$ cat config.mk
export PLATFORM = sky130hd
export DESIGN_NAME = fetch_ctrl
export DESIGN_NICKNAME = d
export VERILOG_FILES = /design/src/rtl/fetch_pkg.sv /design/src/rtl/fetch_fifo.sv /design/src/rtl/fetch_ctrl.sv
export SDC_FILE = /design/constraint.sdc
export NUM_CORES = 1
export LEC_CHECK = 0
export ABC_AREA = 1
export CAP_MARGIN = 40
export CORE_AREA = 2 2 134 136
export DETAILED_ROUTE_END_ITERATION = 10
export DIE_AREA = 0 0 136 138
export PLACE_DENSITY = 0.79
export SYNTH_ARGS = -nofsm -noshare
export SYNTH_HDL_FRONTEND = slang
export SYNTH_HIERARCHICAL = 1
export SYNTH_SLANG_ARGS = --single-unit
$ cat constraint.sdc
create_clock -name clk -period 6.1 [get_ports clk]
set_clock_uncertainty 0.15 [all_clocks]
set_input_delay 1.83 -clock clk [delete_from_list [all_inputs] [get_ports clk]]
set_output_delay 1.83 -clock clk [all_outputs]
set_load 0.01 [all_outputs]
$ cat src/rtl/fetch_pkg.sv
// Shared constants, FSM encoding and buffer entry type for the instruction fetch controller.
package fetch_pkg;

  typedef logic [1:0] fetch_state_t;

  localparam fetch_state_t StIdle  = 2'd0;
  localparam fetch_state_t StFetch = 2'd1;
  localparam fetch_state_t StDrop  = 2'd2;

  localparam logic [31:0] PC_INCR          = 32'd4;
  localparam logic [31:0] RESET_PC_DEFAULT = 32'h0000_0000;

  typedef struct packed {
    logic [31:0] pc;
    logic [31:0] data;
  } fetch_entry_t;

endpackage

$ cat src/rtl/fetch_fifo.sv
// Small instruction buffer holding {pc, data} entries; flush empties it in one cycle.
module fetch_fifo
  import fetch_pkg::*;
#(
  parameter int unsigned DEPTH = 2,
  parameter int unsigned CNT_W = $clog2(DEPTH + 1)
) (
  input  logic             clk,
  input  logic             reset,
  input  logic             push,
  input  logic             pop,
  input  logic             flush,
  input  fetch_entry_t     wdata,
  output fetch_entry_t     rdata,
  output logic [CNT_W-1:0] count,
  output logic             full,
  output logic             empty
);

  localparam int unsigned PtrW = (DEPTH > 1) ? $clog2(DEPTH) : 1;

  fetch_entry_t     mem [DEPTH];
  logic [PtrW-1:0]  rd_ptr_q, wr_ptr_q;
  logic [CNT_W-1:0] count_q;
  logic             do_push, do_pop;

  function automatic logic [PtrW-1:0] ptr_inc(input logic [PtrW-1:0] p);
    return (p == PtrW'(DEPTH - 1)) ? '0 : p + 1'b1;
  endfunction

  assign do_push = push && !flush;
  assign do_pop  = pop && !flush && !empty;

  always_ff @(posedge clk) begin
    if (reset || flush) begin
      rd_ptr_q <= '0;
      wr_ptr_q <= '0;
      count_q  <= '0;
    end else begin
      if (do_push) wr_ptr_q <= ptr_inc(wr_ptr_q);
      if (do_pop)  rd_ptr_q <= ptr_inc(rd_ptr_q);
      if (do_push && !do_pop) begin
        count_q <= count_q + 1'b1;
      end else if (do_pop && !do_push) begin
        count_q <= count_q - 1'b1;
      end
    end
  end

  // Storage needs no reset: the head is masked to zero whenever the buffer is empty.
  always_ff @(posedge clk) begin
    if (do_push) mem[wr_ptr_q] <= wdata;
  end

  assign empty = (count_q == '0);
  assign full  = (count_q == CNT_W'(DEPTH));
  assign count = count_q;
  assign rdata = empty ? '0 : mem[rd_ptr_q];

endmodule

$ cat src/rtl/fetch_ctrl.sv
// Instruction fetch controller: single outstanding memory request feeding a small buffer.
module fetch_ctrl
  import fetch_pkg::*;
#(
  parameter logic [31:0] RESET_PC   = RESET_PC_DEFAULT,
  parameter int unsigned FIFO_DEPTH = 2
) (
  input  logic        clk,
  input  logic        reset,
  input  logic        fetch_enable,
  input  logic        redirect_valid,
  input  logic [31:0] redirect_pc,
  output logic        imem_req,
  output logic [31:0] imem_addr,
  input  logic        imem_ack,
  input  logic [31:0] imem_rdata,
  output logic        inst_valid,
  input  logic        inst_ready,
  output logic [31:0] inst_data,
  output logic [31:0] inst_pc,
  output logic        stat_instruction_fetched
);

  localparam int unsigned CntW = $clog2(FIFO_DEPTH + 1);

  fetch_state_t    state_q, state_d;
  logic [31:0]     pc_q, pc_d;
  logic [31:0]     addr_q, addr_d;
  logic            stat_q;
  logic            ack, enq, deq, can_issue;
  logic            fifo_full, fifo_empty;
  logic [CntW-1:0] fifo_count;
  logic [CntW:0]   occ_next;
  fetch_entry_t    push_entry, head;

  assign ack = (state_q != StIdle) && imem_ack;
  assign enq = (state_q == StFetch) && ack && !redirect_valid;
  assign deq = !fifo_empty && inst_ready && !redirect_valid;

  assign occ_next  = redirect_valid ? '0 :
                     ({1'b0, fifo_count} + (CntW+1)'(enq) - (CntW+1)'(deq));
  assign can_issue = fetch_enable && (occ_next < (CntW+1)'(FIFO_DEPTH));

  assign push_entry = '{pc: pc_q, data: imem_rdata};

  always_comb begin
    state_d = state_q;
    pc_d    = pc_q;
    addr_d  = addr_q;
    if (redirect_valid) begin
      pc_d = redirect_pc & ~32'h3;
    end else if (enq) begin
      pc_d = pc_q + PC_INCR;
    end
    unique case (state_q)
      StIdle: begin
        if (can_issue) begin
          state_d = StFetch;
          addr_d  = pc_d;
        end
      end
      StFetch, StDrop: begin
        if (ack) begin
          if (can_issue) begin
            state_d = StFetch;
            addr_d  = pc_d;
          end else begin
            state_d = StIdle;
          end
        end else if (redirect_valid) begin
          // Address stays put until the ack; only the response gets thrown away.
          state_d = StDrop;
        end
      end
      default: state_d = StIdle;
    endcase
  end

  always_ff @(posedge clk) begin
    if (reset) begin
      state_q <= StIdle;
      pc_q    <= RESET_PC;
      addr_q  <= RESET_PC;
      stat_q  <= 1'b0;
    end else begin
      state_q <= state_d;
      pc_q    <= pc_d;
      addr_q  <= addr_d;
      stat_q  <= enq;
    end
  end

  fetch_fifo #(
    .DEPTH (FIFO_DEPTH),
    .CNT_W (CntW)
  ) u_fifo (
    .clk   (clk),
    .reset (reset),
    .push  (enq),
    .pop   (deq),
    .flush (redirect_valid),
    .wdata (push_entry),
    .rdata (head),
    .count (fifo_count),
    .full  (fifo_full),
    .empty (fifo_empty)
  );

  // Issue is gated on occupancy, so a response can never land in a full buffer.
  assert property (@(posedge clk) disable iff (reset) !(enq && fifo_full));

  assign imem_req                 = (state_q != StIdle);
  assign imem_addr                = addr_q;
  assign inst_valid               = !fifo_empty;
  assign inst_data                = head.data;
  assign inst_pc                  = head.pc;
  assign stat_instruction_fetched = stat_q;

endmodule

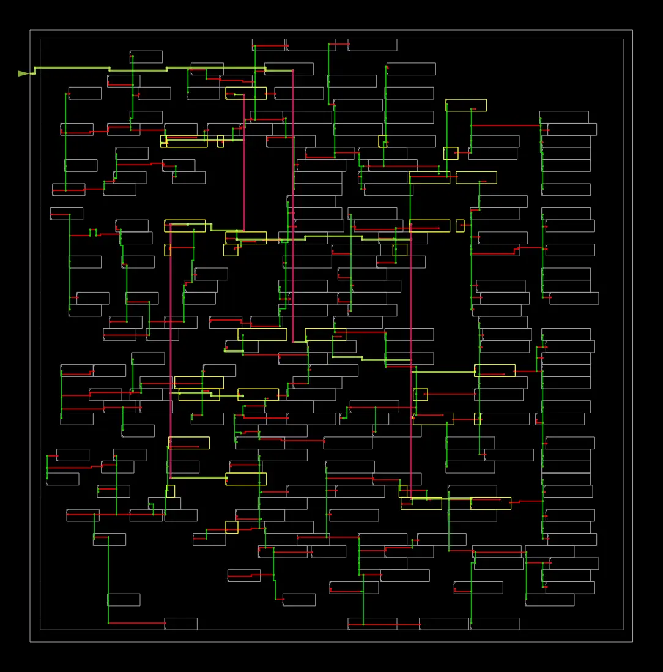
(the clock network)
CTS Buf Count: 17
Late-Pin Clk Latency: 0.43 ns
clk pwr: 0.00108 W
Clock buffer cells: 21
registers: 200

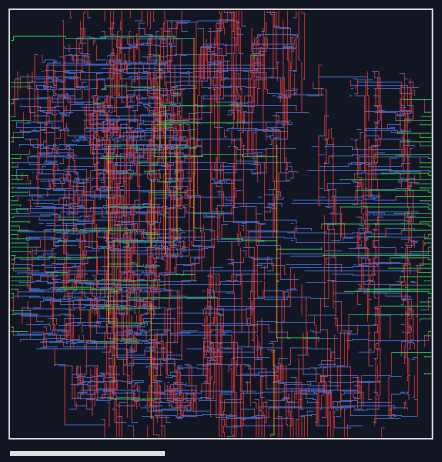
(metal layers overlaid)
Bar = 50 µm.
| color | layer | wire length |
|---|---|---|
| blue | met1 | 8400 µm |
| orange | met4 | 456 µm |
| green | met3 | 1350 µm |
| red | met2 | 9500 µm |
Vias: 6761
Avg WL per Cell: 14.9 µm
final WL: 19700 µm

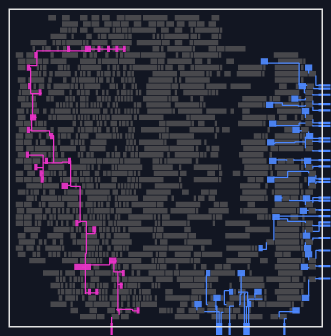
(nets reached from selected ports)
| color | port | direction | edge | end cells | buffers | wire |
|---|---|---|---|---|---|---|
| magenta | `redirect_valid` | input | bottom | 32 | 2 | 290 µm |
| blue | `inst_data` | output | 24 right, 8 bottom | 32 | 32 | 466 µm |
num ports: 169
IO Port Bufs: 166

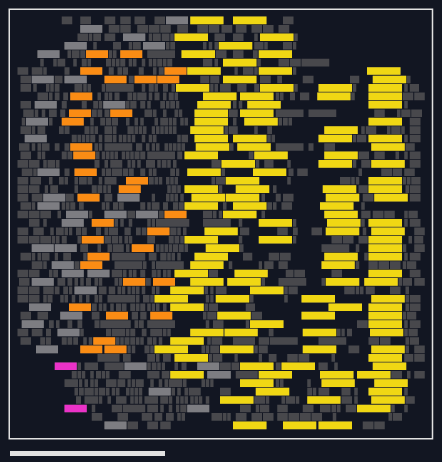
(where the registers sit)
Bar = 50 µm. Other sequential cells in the stronger gray, the rest of the logic in the fainter gray.
| color | name in the netlist | flops |
|---|---|---|
| yellow | `u_fifo/mem` | 128 |
| orange | `pc_q` | 32 |
| magenta | `state_q` | 2 |
not colored: 38
Sequential cell area: 5290 µm²
seq pwr: 0.00156 W
fin util: 0.642
flop share of the area: 0.470

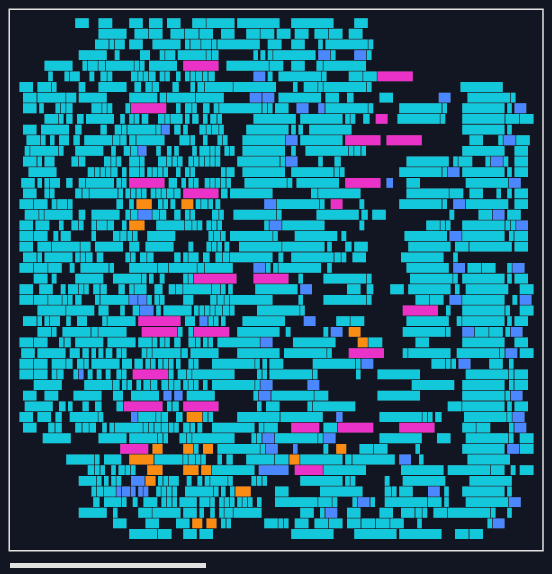
(cell sizes after repair)
Bar = 50 µm.
| color | size | cells | share |
|---|---|---|---|
| cyan | drive 1 or less | 977 | 89% |
| orange | drive 3 to 4 | 19 | 1.7% |
| blue | drive 2 | 72 | 6.6% |
| magenta | drive 6 and up | 25 | 2.3% |
final instance area: 11300 µm²
Final WS setup: 1.62 ns

## sequential cells by signal (all words and copies together) (netlist names), named ones only
name and count:
state_q 2, pc_q 32, u_fifo/count 2, imem_addr 32, u_fifo/wr_ptr_q 1, stat_instruction_fetched 1
u_fifo/mem 128, u_fifo/rd_ptr_q 1
## area by class of cell
cell class	instances	area, µm²	area share
sequential	200	5290	0.470
multi-input combinational	597	3000	0.267
timing repair buffer	178	1800	0.160
clock buffer	21	440	0.0391
inverter	86	323	0.0287
tap	229	287	0.0255
clock inverter	11	123	0.0109
## through the flow
| stage | total power (W) | setup WS (ns) | area, µm² |
|---|---|---|---|
| finish | 0.00306 | 1.62 | 11300 |
| global route | 0.00318 | 1.35 | 11300 |
| CTS | 0.00308 | 1.63 | 11300 |
| detailed placement | 0.00201 | 1.17 | 10700 |
| global placement | 0.00200 | 1.23 | 10600 |
| floorplan | 0.00182 | 0.558 | 8840 |
## cell usage in the layout, fill, tap and decap left out, drive strengths merged, types with 12 or more instances in the layout
cell and count:
a21oi 95, buf 12, clkbuf 21, clkdlybuf4s50 166
dfxtp 72, edfxtp 128, inv 88, nand2 282
nand3 66, nor2 74, o21a 22, o21ai 22
## power by group through the flow
| stage | Clock [W] | Sequential (W) | Combinational (W) |
|---|---|---|---|
| global route | 0.00115 | 0.00157 | 0.000462 |
| global placement | 0 | 0.00159 | 0.000412 |
| floorplan | 0 | 0.00160 | 0.000218 |
| CTS | 0.00110 | 0.00156 | 0.000426 |
| detailed placement | 0 | 0.00159 | 0.000423 |
| finish | 0.00108 | 0.00156 | 0.000424 |
## path summary, 6_finish.rpt
check             endpoint  depth (start not counted)
max reg2reg  imem_addr[23]                         17
min           imem_addr[0]                          2
min reg2reg   imem_addr[0]                          2
max          imem_addr[23]                         15
==> flow_summary.yaml <==
# yosys + openroad results
outcome:
  outcome: "completed"
route:
  wl_met2_um: 9500
  drt-vias-per-instance: 5.11
  met1_length_um: 8400
  antenna_left: 0
  firstDrtPassIters: 5
  first_iter_violations: 455
setup_path:
  cpPeakStageDelay_ns: 0.48
  timing.rr.start: "u_fifo/count[1]"
  critPathRequiredTime_ns: 6.28
  slowest_stage: "clkdlybuf4s50_1"
  endpoint_kind: "register"
  critical_path_class: "in -> reg"
  critPathMostFrequentCell: "nand2_1"
  critPathBufInv: 6
  path_cells: "clkdlybuf4s50_1 > buf_4 > inv_2 > nand3_2 > nor2_1 > fa_1 > nor2_1 > nand2_1 > nand2_1 > nand2_1 > nor2_4 > buf_4 > inv_2 > o21bai_1 > inv_1"
  critPathArrivalTime_ns: 4.66
grt:
  grt_pass1_vias: 6380
  grtUsageMet3: 0.0418
  track_usage: 0.211
  busiest_layer: "met2"
  met1_usage: 0.270
final_timing:
  maxSlewViolCount: 0
  totalNegativeSetupSlack_ns: 0
  period_needed_ns: 4.48
  finalSetupViolations: 0
  relSlewSlack: 0.413
  rsz0062_at_grt: "no"
  tightest_slew_ns: 0.881
die:
  die_w_um: 136
  die-height_um: 138
  design.core.area_um2: 17500
  fp_util: 0.504
cts:
  cts_root_buffer: "clkbuf_16"
  clk_pin_slew_ns: 0.07
  clk_path_buf_depth: 2
  cts_max_level: 4
  post-cts-setup-buffers: 0
  hold_buffers: 0
power:
  internal_power_w: 0.00233
  p_clk_frac: 0.351
  pwr-share-seq: 0.510
  power_switching_w: 0.000735
  leakage_nw: 4.16
synthesis:
  yosysWarnings: 6
  fp_nets: 1000
No activity file was given, so power comes from the tool's default toggle rates.
